**config.mk**
```make
export PLATFORM = sky130hd
export DESIGN_NAME = compact_queue_flat
export DESIGN_NICKNAME = d
export VERILOG_FILES = /design/src/rtl/compact_queue_if.sv /design/src/rtl/compact_queue.sv /design/src/flat_wrapper.sv
export SDC_FILE = /design/constraint.sdc
export NUM_CORES = 1
export LEC_CHECK = 0
export CAP_MARGIN = 20
export CELL_PAD_IN_SITES_DETAIL_PLACEMENT = 0
export CELL_PAD_IN_SITES_GLOBAL_PLACEMENT = 2
export CORE_UTILIZATION = 37
export CTS_CLUSTER_DIAMETER = 50
export CTS_CLUSTER_SIZE = 24
export DETAILED_ROUTE_END_ITERATION = 10
export PLACE_DENSITY_LB_ADDON = 0.08
export SYNTH_ARGS = -nofsm -noshare
export SYNTH_HDL_FRONTEND = slang
export SYNTH_SLANG_ARGS = --single-unit
```
**constraint.sdc**
```tcl
create_clock -name clk -period 3.8 [get_ports clk]
set_input_delay 0.95 -clock clk [delete_from_list [all_inputs] [get_ports clk]]
set_output_delay 0.95 -clock clk [all_outputs]
set_load 0.05 [all_outputs]
```
**src/rtl/compact_queue_if.sv**
```systemverilog
// ---------------------------------------------------------------------------
// compact_queue_if
// Bus bundle between a compact_queue and its user.
//
// Signals (direction as seen by the queue, i.e. the slave modport):
//   flush      in   synchronous clear of all entries
//   wr_valid   in   write request
//   wr_data    in   write data
//   wr_ready   out  write accepted when high together with wr_valid
//   rd_en      in   read-and-remove request
//   rd_sel     in   one-hot entry index to read
//   rd_valid   out  one-cycle pulse, rd_data valid
//   rd_data    out  read data (held between reads)
//   rd_err     out  one-cycle pulse, illegal read
//   status     out  occupancy bitmap
//   count      out  number of stored entries
//   full       out  count == DEPTH
//   empty      out  count == 0
//   match_key  in   search key
//   match_vec  out  per-entry equality hits
//   match_any  out  OR of match_vec
// ---------------------------------------------------------------------------
interface compact_queue_if #(
   parameter int DEPTH      = 8,
   parameter int DATA_WIDTH = 8,
   parameter int CNT_WIDTH  = $clog2(DEPTH + 1)
);
   logic                  flush;
   logic                  wr_valid;
   logic [DATA_WIDTH-1:0] wr_data;
   logic                  wr_ready;
   logic                  rd_en;
   logic [DEPTH-1:0]      rd_sel;
   logic                  rd_valid;
   logic [DATA_WIDTH-1:0] rd_data;
   logic                  rd_err;
   logic [DEPTH-1:0]      status;
   logic [CNT_WIDTH-1:0]  count;
   logic                  full;
   logic                  empty;
   logic [DATA_WIDTH-1:0] match_key;
   logic [DEPTH-1:0]      match_vec;
   logic                  match_any;

   modport master (
      output flush, wr_valid, wr_data, rd_en, rd_sel, match_key,
      input  wr_ready, rd_valid, rd_data, rd_err, status, count, full, empty,
             match_vec, match_any
   );

   modport slave (
      input  flush, wr_valid, wr_data, rd_en, rd_sel, match_key,
      output wr_ready, rd_valid, rd_data, rd_err, status, count, full, empty,
             match_vec, match_any
   );
endinterface

```
**src/rtl/compact_queue.sv**
```systemverilog
// ---------------------------------------------------------------------------
// compact_queue
// Packed entry store: entries always occupy indices 0..count-1 with index 0
// the oldest. Any entry can be read-and-removed by a one-hot select; the
// entries above it slide down one slot so the store stays packed. New data is
// appended at the top. A per-entry equality search runs combinationally on
// the stored contents.
//
// Ports:
//   clk      in  clock, rising edge
//   reset_n  in  asynchronous active-low reset
//   bus      compact_queue_if.slave (write, read, status and search signals)
// ---------------------------------------------------------------------------
module compact_queue #(
   parameter int DEPTH      = 8,
   parameter int DATA_WIDTH = 8,
   parameter int CNT_WIDTH  = $clog2(DEPTH + 1)
) (
   input logic            clk,
   input logic            reset_n,
   compact_queue_if.slave bus
);

   logic [DATA_WIDTH-1:0] mem_q [DEPTH];
   logic [DATA_WIDTH-1:0] mem_d [DEPTH];
   logic [CNT_WIDTH-1:0]  count_q, count_d;
   logic [DATA_WIDTH-1:0] rd_data_q, rd_data_d;
   logic                  rd_valid_q, rd_valid_d;
   logic                  rd_err_q, rd_err_d;

   logic [DEPTH-1:0]      status;
   logic [DEPTH-1:0]      shift_mask;
   logic [DEPTH-1:0]      match_vec;
   logic [DATA_WIDTH-1:0] sel_data;
   logic [CNT_WIDTH-1:0]  wr_idx;
   logic                  full;
   logic                  sel_onehot;
   logic                  rd_legal;
   logic                  wr_acc;

   // Occupancy, full and ready all come from the registered count only.
   always_comb begin
      for (int i = 0; i < DEPTH; i++) begin
         status[i] = (CNT_WIDTH'(i) < count_q);
      end
   end

   assign full = (count_q == CNT_WIDTH'(DEPTH));

   // x & (x-1) clears the lowest set bit; zero result means at most one bit.
   assign sel_onehot = (bus.rd_sel != '0) &&
                       ((bus.rd_sel & (bus.rd_sel - DEPTH'(1))) == '0);
   // A one-hot select that hits an occupied slot is exactly "p < count".
   assign rd_legal   = bus.rd_en & sel_onehot & (|(bus.rd_sel & status));
   assign wr_acc     = bus.wr_valid & ~full;
   // For a one-hot select this marks every index at or above p.
   assign shift_mask = ~(bus.rd_sel - DEPTH'(1));

   always_comb begin
      sel_data = '0;
      for (int i = 0; i < DEPTH; i++) begin
         if (bus.rd_sel[i]) begin
            sel_data = sel_data | mem_q[i];
         end
      end
   end

   always_comb begin
      mem_d      = mem_q;
      count_d    = count_q;
      rd_data_d  = rd_data_q;
      rd_valid_d = 1'b0;
      rd_err_d   = 1'b0;
      // After a removal the top free slot is one lower.
      wr_idx     = rd_legal ? (count_q - CNT_WIDTH'(1)) : count_q;

      if (bus.flush) begin
         for (int i = 0; i < DEPTH; i++) begin
            mem_d[i] = '0;
         end
         count_d = '0;
      end else begin
         if (rd_legal) begin
            // Slots above count are always zero, so shifting them down also
            // zeroes the vacated slot count-1.
            for (int i = 0; i < DEPTH - 1; i++) begin
               if (shift_mask[i]) begin
                  mem_d[i] = mem_q[i + 1];
               end
            end
            if (shift_mask[DEPTH-1]) begin
               mem_d[DEPTH-1] = '0;
            end
            rd_data_d  = sel_data;
            rd_valid_d = 1'b1;
         end
         rd_err_d = bus.rd_en & ~rd_legal;

         if (wr_acc) begin
            for (int i = 0; i < DEPTH; i++) begin
               if (CNT_WIDTH'(i) == wr_idx) begin
                  mem_d[i] = bus.wr_data;
               end
            end
         end

         // wr_acc implies count < DEPTH, rd_legal implies count > 0.
         case ({wr_acc, rd_legal})
            2'b10:   count_d = count_q + CNT_WIDTH'(1);
            2'b01:   count_d = count_q - CNT_WIDTH'(1);
            default: count_d = count_q;
         endcase
      end
   end

   always_ff @(posedge clk or negedge reset_n) begin
      if (!reset_n) begin
         for (int i = 0; i < DEPTH; i++) begin
            mem_q[i] <= '0;
         end
         count_q    <= '0;
         rd_data_q  <= '0;
         rd_valid_q <= 1'b0;
         rd_err_q   <= 1'b0;
      end else begin
         mem_q      <= mem_d;
         count_q    <= count_d;
         rd_data_q  <= rd_data_d;
         rd_valid_q <= rd_valid_d;
         rd_err_q   <= rd_err_d;
      end
   end

   always_comb begin
      for (int i = 0; i < DEPTH; i++) begin
         match_vec[i] = status[i] & (mem_q[i] == bus.match_key);
      end
   end

   assign bus.wr_ready  = ~full;
   assign bus.rd_valid  = rd_valid_q;
   assign bus.rd_data   = rd_data_q;
   assign bus.rd_err    = rd_err_q;
   assign bus.status    = status;
   assign bus.count     = count_q;
   assign bus.full      = full;
   assign bus.empty     = (count_q == '0);
   assign bus.match_vec = match_vec;
   assign bus.match_any = |match_vec;

endmodule

```
**src/flat_wrapper.sv**
```systemverilog
// flat-port wrapper written by rule: the top's interface ports become plain ports
module compact_queue_flat 
#(
   parameter int DEPTH      = 8,
   parameter int DATA_WIDTH = 8,
   parameter int CNT_WIDTH  = $clog2(DEPTH + 1)
)
  (clk, reset_n, bus_flush, bus_wr_valid, bus_wr_data, bus_rd_en, bus_rd_sel, bus_match_key, bus_wr_ready, bus_rd_valid, bus_rd_data, bus_rd_err, bus_status, bus_count, bus_full, bus_empty, bus_match_vec, bus_match_any);
  compact_queue_if #(.DEPTH(DEPTH), .DATA_WIDTH(DATA_WIDTH), .CNT_WIDTH(CNT_WIDTH)) bus_i ();
  input logic clk;
  input logic reset_n;
  input wire logic [$bits(bus_i.flush)-1:0] bus_flush;
  input wire logic [$bits(bus_i.wr_valid)-1:0] bus_wr_valid;
  input wire logic [$bits(bus_i.wr_data)-1:0] bus_wr_data;
  input wire logic [$bits(bus_i.rd_en)-1:0] bus_rd_en;
  input wire logic [$bits(bus_i.rd_sel)-1:0] bus_rd_sel;
  input wire logic [$bits(bus_i.match_key)-1:0] bus_match_key;
  output wire logic [$bits(bus_i.wr_ready)-1:0] bus_wr_ready;
  output wire logic [$bits(bus_i.rd_valid)-1:0] bus_rd_valid;
  output wire logic [$bits(bus_i.rd_data)-1:0] bus_rd_data;
  output wire logic [$bits(bus_i.rd_err)-1:0] bus_rd_err;
  output wire logic [$bits(bus_i.status)-1:0] bus_status;
  output wire logic [$bits(bus_i.count)-1:0] bus_count;
  output wire logic [$bits(bus_i.full)-1:0] bus_full;
  output wire logic [$bits(bus_i.empty)-1:0] bus_empty;
  output wire logic [$bits(bus_i.match_vec)-1:0] bus_match_vec;
  output wire logic [$bits(bus_i.match_any)-1:0] bus_match_any;
  assign bus_i.flush = bus_flush;
  assign bus_i.wr_valid = bus_wr_valid;
  assign bus_i.wr_data = bus_wr_data;
  assign bus_i.rd_en = bus_rd_en;
  assign bus_i.rd_sel = bus_rd_sel;
  assign bus_i.match_key = bus_match_key;
  assign bus_wr_ready = bus_i.wr_ready;
  assign bus_rd_valid = bus_i.rd_valid;
  assign bus_rd_data = bus_i.rd_data;
  assign bus_rd_err = bus_i.rd_err;
  assign bus_status = bus_i.status;
  assign bus_count = bus_i.count;
  assign bus_full = bus_i.full;
  assign bus_empty = bus_i.empty;
  assign bus_match_vec = bus_i.match_vec;
  assign bus_match_any = bus_i.match_any;
  compact_queue #(.DEPTH(DEPTH), .DATA_WIDTH(DATA_WIDTH), .CNT_WIDTH(CNT_WIDTH)) u_core (.clk(clk), .reset_n(reset_n), .bus(bus_i));
endmodule
```
==> images/class_map.png <==
Bar = 50 um. Fill, decap, tap and diode cells in gray.
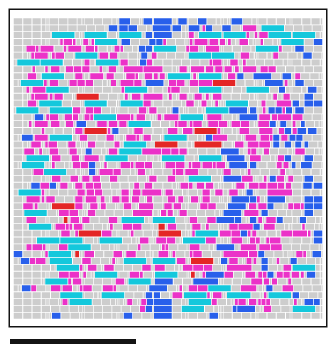
color	class	cells	share of their area
red	clock drivers and dummy loads	14	3.7%
magenta	remaining logic cells	448	51%
cyan	registers	78	26%
blue	remaining buffers and delay cells	136	20%

==> flow_metrics.py <==
# Metrics from the implementation run
metrics = {
    "power": {
        "power-top-group": "registers",
        "combinationalPowerShare_pct": 27.7,
    },
    "cts": {
        "htree_levels": 3,
        "cts.sinks": 78,
        "cts_tree": "built",
    },
    "flow_run": {
        "maxCapViolations": 0,
    },
    "grt": {
        "top_usage_layer": "met2",
        "grt-ovfl-total": 0,
        "grt_pass1_vias": 4942,
        "use_met2_pct": 41.6,
        "grt_pass1_wl_um": 29200,
    },
    "outcome": {
        "violations": "design-rule violations",
        "status": "finished with violations",
    },
    "final_timing": {
        "hold_violations": 0,
        "slew_headroom_pct": 51.6,
        "timing.final.crit_share_pct": 98.2,
    },
    "final_layout": {
        "drive_gt1_share_pct": 30.9,
        "comb_area_um2": 3780,
        "area_delta_synth_final_pct": 38.0,
        "post-route-util_pct": 53.0,
    },
    "die": {
        "core_um2": 14700,
        "num_io_pins": 63,
    },
    "synthesis": {
        "synthAdderAreaFrac_pct": 2.66,
        "syn_inst": 563,
    },
    "setup_path": {
        "r2r_cells": 9,
        "cp_slowest_cell": "clkdlybuf4s50_1",
    },
    "routing": {
        "drc": 9,
    },
}
==> images/clock_nets.png <==
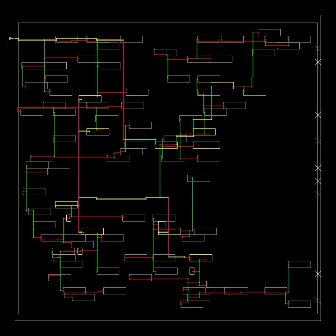
Fin Clk Skew: 9.48 ps
Num CTS Buffers: 9
clock-net power: 844 uW
clock buffers: 9

Power figures rest on the tool's default switching activity, not on a simulated workload.
